pinout.png
Scale: 2 px per um. Pins as bars across the die edge, other pins in grey.
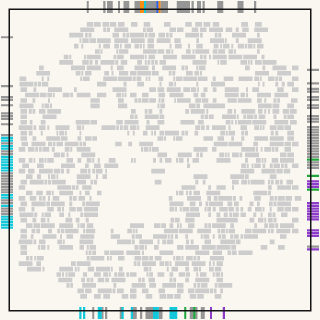
clock_nets.png
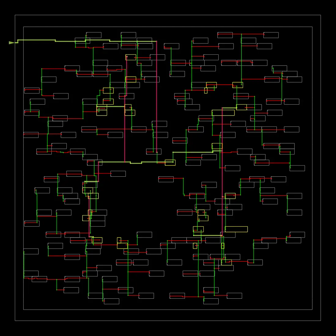
class_map.png
Scale: 2 px per um.
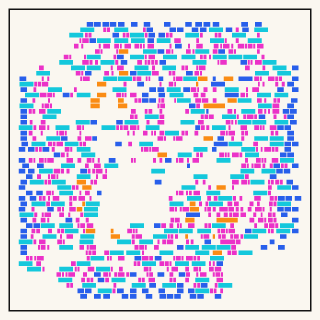
util_map.png
Scale: 2 px per um. 15 x 15 tiles, from black (low) to pale yellow (high), 0 to 100% covered.
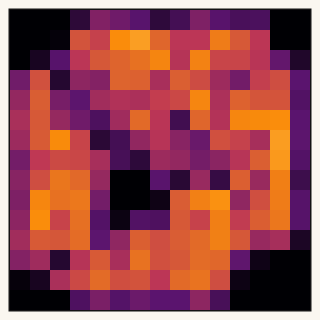
[config.mk]
export PLATFORM = sky130hd
export DESIGN_NAME = alu_result_stage
export DESIGN_NICKNAME = d
export VERILOG_FILES = /design/src/rtl/alu_pkg.sv /design/src/rtl/skid_fifo2.sv /design/src/rtl/alu_result_stage.sv
export SDC_FILE = /design/constraint.sdc
export NUM_CORES = 1
export LEC_CHECK = 0
export CORE_MARGIN = 4
export CORE_UTILIZATION = 35
export CTS_BUF_LIST = sky130_fd_sc_hd__clkbuf_8
export DETAILED_ROUTE_END_ITERATION = 10
export PLACE_DENSITY_LB_ADDON = 0.3
export RECOVER_POWER = 100
export SETUP_SLACK_MARGIN = 0.05
export SLEW_MARGIN = 20
export SYNTH_ARGS = -nofsm -noshare
export SYNTH_HDL_FRONTEND = slang
export SYNTH_HIERARCHICAL = 1
export SYNTH_SLANG_ARGS = --single-unit
[constraint.sdc]
create_clock -name clock -period 2.9 [get_ports clock]
set_clock_uncertainty 0.15 [all_clocks]
set_input_delay 0.435 -clock clock [delete_from_list [all_inputs] [get_ports clock]]
set_output_delay 0.435 -clock clock [all_outputs]
set_load 0.02 [all_outputs]
[src/rtl/alu_pkg.sv]
// Shared definitions for the ALU result stage: instruction-kind encodings,
// overflow exception codes, FIFO states and the buffered entry layout.
package alu_pkg;

  // Encoding of the in_kind field delivered alongside each ALU beat.
  typedef enum logic [2:0] {
    KIND_ADD   = 3'd0,
    KIND_ADDI  = 3'd1,
    KIND_SUB   = 3'd2,
    KIND_BNE   = 3'd3,
    KIND_BLT   = 3'd4,
    KIND_OTHER = 3'd5
  } alu_kind_e;

  // Value written to the status register when an arithmetic op overflows.
  localparam logic [31:0] EXC_CODE_ADD  = 32'd1;
  localparam logic [31:0] EXC_CODE_ADDI = 32'd2;
  localparam logic [31:0] EXC_CODE_SUB  = 32'd3;

  // Occupancy states of the two-entry output buffer.
  typedef enum logic [1:0] {
    FIFO_EMPTY = 2'd0,
    FIFO_ONE   = 2'd1,
    FIFO_TWO   = 2'd2
  } fifo_state_e;

  // One decoded beat as held in the buffer.
  typedef struct packed {
    logic        exc;       // entry is an overflow exception
    logic        we;        // register write requested
    logic [4:0]  rd;        // destination register
    logic [31:0] data;      // writeback data
    logic        redirect;  // taken branch
    logic [31:0] target;    // branch target PC
  } result_entry_t;

  // Unused encodings 6 and 7 behave exactly like OTHER.
  function automatic alu_kind_e normalize_kind(input logic [2:0] raw);
    if (raw > 3'd5) return KIND_OTHER;
    return alu_kind_e'(raw);
  endfunction

  // Exception code for the arithmetic kinds; zero for anything else.
  function automatic logic [31:0] exc_code(input alu_kind_e kind);
    case (kind)
      KIND_ADD:  return EXC_CODE_ADD;
      KIND_ADDI: return EXC_CODE_ADDI;
      KIND_SUB:  return EXC_CODE_SUB;
      default:   return 32'd0;
    endcase
  endfunction

endpackage

[src/rtl/skid_fifo2.sv]
// Two-entry FIFO with a registered push_ready, so upstream backpressure
// never depends combinationally on pop_ready.
module skid_fifo2
  import alu_pkg::*;
#(
  parameter int W = 8
) (
  input  logic         clock,
  input  logic         reset_n,
  input  logic         push_valid,
  output logic         push_ready,
  input  logic [W-1:0] push_data,
  output logic         pop_valid,
  input  logic         pop_ready,
  output logic [W-1:0] pop_data
);

  fifo_state_e  state_q;
  fifo_state_e  state_d;
  logic         ready_q;
  logic [W-1:0] head_q;
  logic [W-1:0] tail_q;
  logic         push;
  logic         pop;

  assign push       = push_valid & ready_q;
  assign pop        = pop_valid & pop_ready;
  assign pop_valid  = (state_q != FIFO_EMPTY);
  assign push_ready = ready_q;
  assign pop_data   = head_q;

  // Next occupancy from the accept/retire pair of this cycle.
  always_comb begin
    // NOTE: default first so every path assigns state_d and no latch is inferred.
    state_d = state_q;
    case (state_q)
      FIFO_EMPTY: if (push) state_d = FIFO_ONE;
      FIFO_ONE: begin
        if (push && !pop)      state_d = FIFO_TWO;
        else if (!push && pop) state_d = FIFO_EMPTY;
      end
      FIFO_TWO:   if (pop) state_d = FIFO_ONE;
      default:    state_d = FIFO_EMPTY;
    endcase
  end

  // State register; push_ready is registered from the next state.
  always_ff @(posedge clock) begin
    // NOTE: non-blocking assignments keep all flops updating from pre-edge values.
    if (!reset_n) begin
      state_q <= FIFO_EMPTY;
      ready_q <= 1'b1;
    end else begin
      state_q <= state_d;
      ready_q <= (state_d != FIFO_TWO);
    end
  end

  // Payload slots: head is always the oldest entry, tail the second one.
  always_ff @(posedge clock) begin
    // NOTE: the slots are reset because the head drives visible outputs that must read 0 after reset.
    if (!reset_n) begin
      head_q <= '0;
      tail_q <= '0;
    end else begin
      case (state_q)
        FIFO_EMPTY: if (push) head_q <= push_data;
        FIFO_ONE: begin
          if (push && pop) head_q <= push_data;
          else if (push)   tail_q <= push_data;
        end
        FIFO_TWO:   if (pop) head_q <= tail_q;
        default: ;
      endcase
    end
  end

endmodule

[src/rtl/alu_result_stage.sv]
// ALU result stage: decodes overflow exceptions and branch redirects from
// an ALU beat, buffers the result in a two-entry FIFO and presents it as a
// writeback/redirect request; counts retired overflow exceptions.
module alu_result_stage
  import alu_pkg::*;
#(
  parameter int RSTATUS_REG = 30,
  parameter int CNT_W       = 16
) (
  input  logic             clock,
  input  logic             reset_n,
  input  logic             in_valid,
  output logic             in_ready,
  input  logic [31:0]      in_result,
  input  logic             in_isNotEqual,
  input  logic             in_isLessThan,
  input  logic             in_overflow,
  input  logic [2:0]       in_kind,
  input  logic [4:0]       in_rd,
  input  logic [31:0]      in_target,
  output logic             out_valid,
  input  logic             out_ready,
  output logic             out_we,
  output logic [4:0]       out_rd,
  output logic [31:0]      out_data,
  output logic             out_redirect,
  output logic [31:0]      out_target,
  output logic [CNT_W-1:0] exc_count
);

  localparam logic [4:0] RSTATUS_IDX = 5'(RSTATUS_REG);

  alu_kind_e     kind;
  result_entry_t beat_in;
  result_entry_t head;
  logic          fifo_valid;
  logic          retire;
  logic [CNT_W-1:0] exc_count_q;

  assign kind = normalize_kind(in_kind);

  // Decode the incoming beat into the entry written into the FIFO.
  always_comb begin
    beat_in        = '0;
    beat_in.rd     = in_rd;
    beat_in.data   = in_result;
    beat_in.target = in_target;
    case (kind)
      KIND_ADD, KIND_ADDI, KIND_SUB: begin
        if (in_overflow) begin
          beat_in.exc  = 1'b1;
          beat_in.we   = 1'b1;
          beat_in.rd   = RSTATUS_IDX;
          beat_in.data = exc_code(kind);
        end else begin
          beat_in.we = (in_rd != 5'd0);
        end
      end
      KIND_BNE: beat_in.redirect = in_isNotEqual;
      KIND_BLT: beat_in.redirect = in_isLessThan;
      default:  beat_in.we = (in_rd != 5'd0);
    endcase
  end

  skid_fifo2 #(
    .W($bits(result_entry_t))
  ) u_fifo (
    .clock      (clock),
    .reset_n    (reset_n),
    .push_valid (in_valid),
    .push_ready (in_ready),
    .push_data  (beat_in),
    .pop_valid  (fifo_valid),
    .pop_ready  (out_ready),
    .pop_data   (head)
  );

  assign retire = fifo_valid & out_ready;

  // Saturating count of exception entries retired downstream.
  always_ff @(posedge clock) begin
    if (!reset_n) begin
      exc_count_q <= '0;
    end else if (retire && head.exc && (exc_count_q != '1)) begin
      exc_count_q <= exc_count_q + CNT_W'(1);
    end
  end

  assign out_valid    = fifo_valid;
  assign out_we       = fifo_valid & head.we;
  assign out_redirect = fifo_valid & head.redirect;
  assign out_rd       = head.rd;
  assign out_data     = head.data;
  assign out_target   = head.target;
  assign exc_count    = exc_count_q;

endmodule

==> CHANGELOG.md <==
## Flow update

* Commonest cells post-synth: 163 x dfxtp_1, 151 x nand2_1, 83 x a21oi_1
* Chip area in the Yosys report at 7050 sq um
* Critical Path AT at 2020 ps
* Sw frac at 27.0%
* Top cells by area: dfxtp_1 46%, mux2i_1 11%, nand2_1 8.0%
* Die height at roughly 150 um
* First-pass GRT wire length at 29.4 mm
* Comb gates at 574
* Antenna viol nets, final at 0
* Critical path type: flop to output port
* Cell Type Count at ~46
* Synth Seq Share at 46.3%
* Sequential Power Share at 49.8%
* Largest class: logic gates
* Layout Utilization at 47.1%
* Min Hold Slack at 240 ps
* Flop share of the area at about a third
* Clock buffer depth at 2
* Final Power at 4.87 mW
* WP data required at 2320 ps
* Async set-reset flop share out of synthesis at 0%
* Pre-CTS setup slack at 393 ps
* CTS tree: done
* Post-CTS Setup Bufs at 0
* Area share, top type at 46.3%
* Startpoint Class: flop
* Tap cells at approximately 270
* Worst Hold Class: primary input to flop
* FMAX at 384 MHz
* Hold Buf Count CTS at 0
* Share of layout cells above drive strength 1 at roughly 5.2%
* FF+latch area at roughly 3300 sq um
* CP Max Fanout at 7
* Worst slew margin at about a fifth
* Outcome: completed
* Flop count at 163
* Final Slew Violations at 0
* Clock power share at 33.8%
* Commonest flop: dfxtp_1
Notes on pinout.png above:
[purple] exc_count | pins: 16 | direction: output | edge: 14 right, 2 bottom
[blue] in_isLessThan | pins: 1 | direction: input | edge: top
[orange] in_kind | pins: 3 | direction: input | edge: top
[cyan] in_result | pins: 32 | direction: input | edge: 18 left, 13 bottom, 1 top
[green] out_rd | pins: 5 | direction: output | edge: 3 right, 2 bottom
all pins by edge: 45 top, 44 left, 44 right, 35 bottom

Notes on clock_nets.png above:
CTS buffer count: 17
CTS sink count: 163

Notes on class_map.png above:
[cyan] registers | cells: 163 | share of their area: 37%
[magenta] remaining logic cells | cells: 581 | share of their area: 39%
[blue] remaining buffers and delay cells | cells: 180 | share of their area: 20%
[orange] clock drivers and dummy loads | cells: 30 | share of their area: 4.3%

Notes on util_map.png above:
nearly empty tiles: 12%
fullest tile: 79%
tiles over 75% full: 3.1%
mean over tiles: 40%

-- routing by layer --
| layer | GRT usage (%) | share of wire [%] | wire length [um] | vias up |
|---|---|---|---|---|
| li1 | - | - | - | 3065 |
| met4 | 4.71 | 1.3 | 231 | 4 |
| met1 | 21.4 | 46 | 8390 | 2696 |
| met2 | 25.8 | 46 | 8290 | 138 |
| met5 | 0 | 0.15 | 27 | - |
| met3 | 4.85 | 6.3 | 1130 | 20 |
-- registers in the layout, indices dropped and copies added, names as in the netlist --
signal and flops:
u_fifo/push_ready 1, u_fifo/tail_q 72, u_fifo/pop_data 72, u_fifo/state_q 2, exc_count 16
-- power by group through the flow --
stage               Combinational [mW]  Clock, mW  Sequential (mW)
floorplan                        0.335          0             2.59
global placement                 0.842          0             2.48
detailed placement               0.846          0             2.48
CTS                              0.850       1.72             2.43
global route                     0.874       1.80             2.44
finish                           0.797       1.65             2.43
-- logic make-up (layout without fill, tap and decap cells) --
| kind of cell | count (synthesis) | after routing | share of synthesized area [%] |
|---|---|---|---|
| compound gates | 253 | 253 | 21.5 |
| buf+inv | 65 | 217 | 4.83 |
| simple gates | 244 | 244 | 16.5 |
| flops | 163 | 163 | 46.3 |
| other cells | 0 | 1 | 0 |
| mux | 74 | 74 | 10.5 |
| xor+xnor | 2 | 2 | 0.248 |
| fa+ha+maj | 1 | 1 | 0.177 |
-- critical path, stage by stage, from the launching register on --
cell	delay, ps
dfxtp_1	380
or2_2	370
and2_1	160
dlygate4sd3_1	670
-- final timing paths --
path                startpoint             endpoint  slack, ps  depth (start not counted)
max reg2reg  u_fifo/state_q[0]  u_fifo/pop_data[44]        310                          4
min                    reset_n        exc_count[12]        240                          2
min reg2reg   u_fifo/tail_q[8]     u_fifo/tail_q[8]        310                          2
max          u_fifo/state_q[1]               out_we        290                          3
Power and IR drop assume default switching activity.
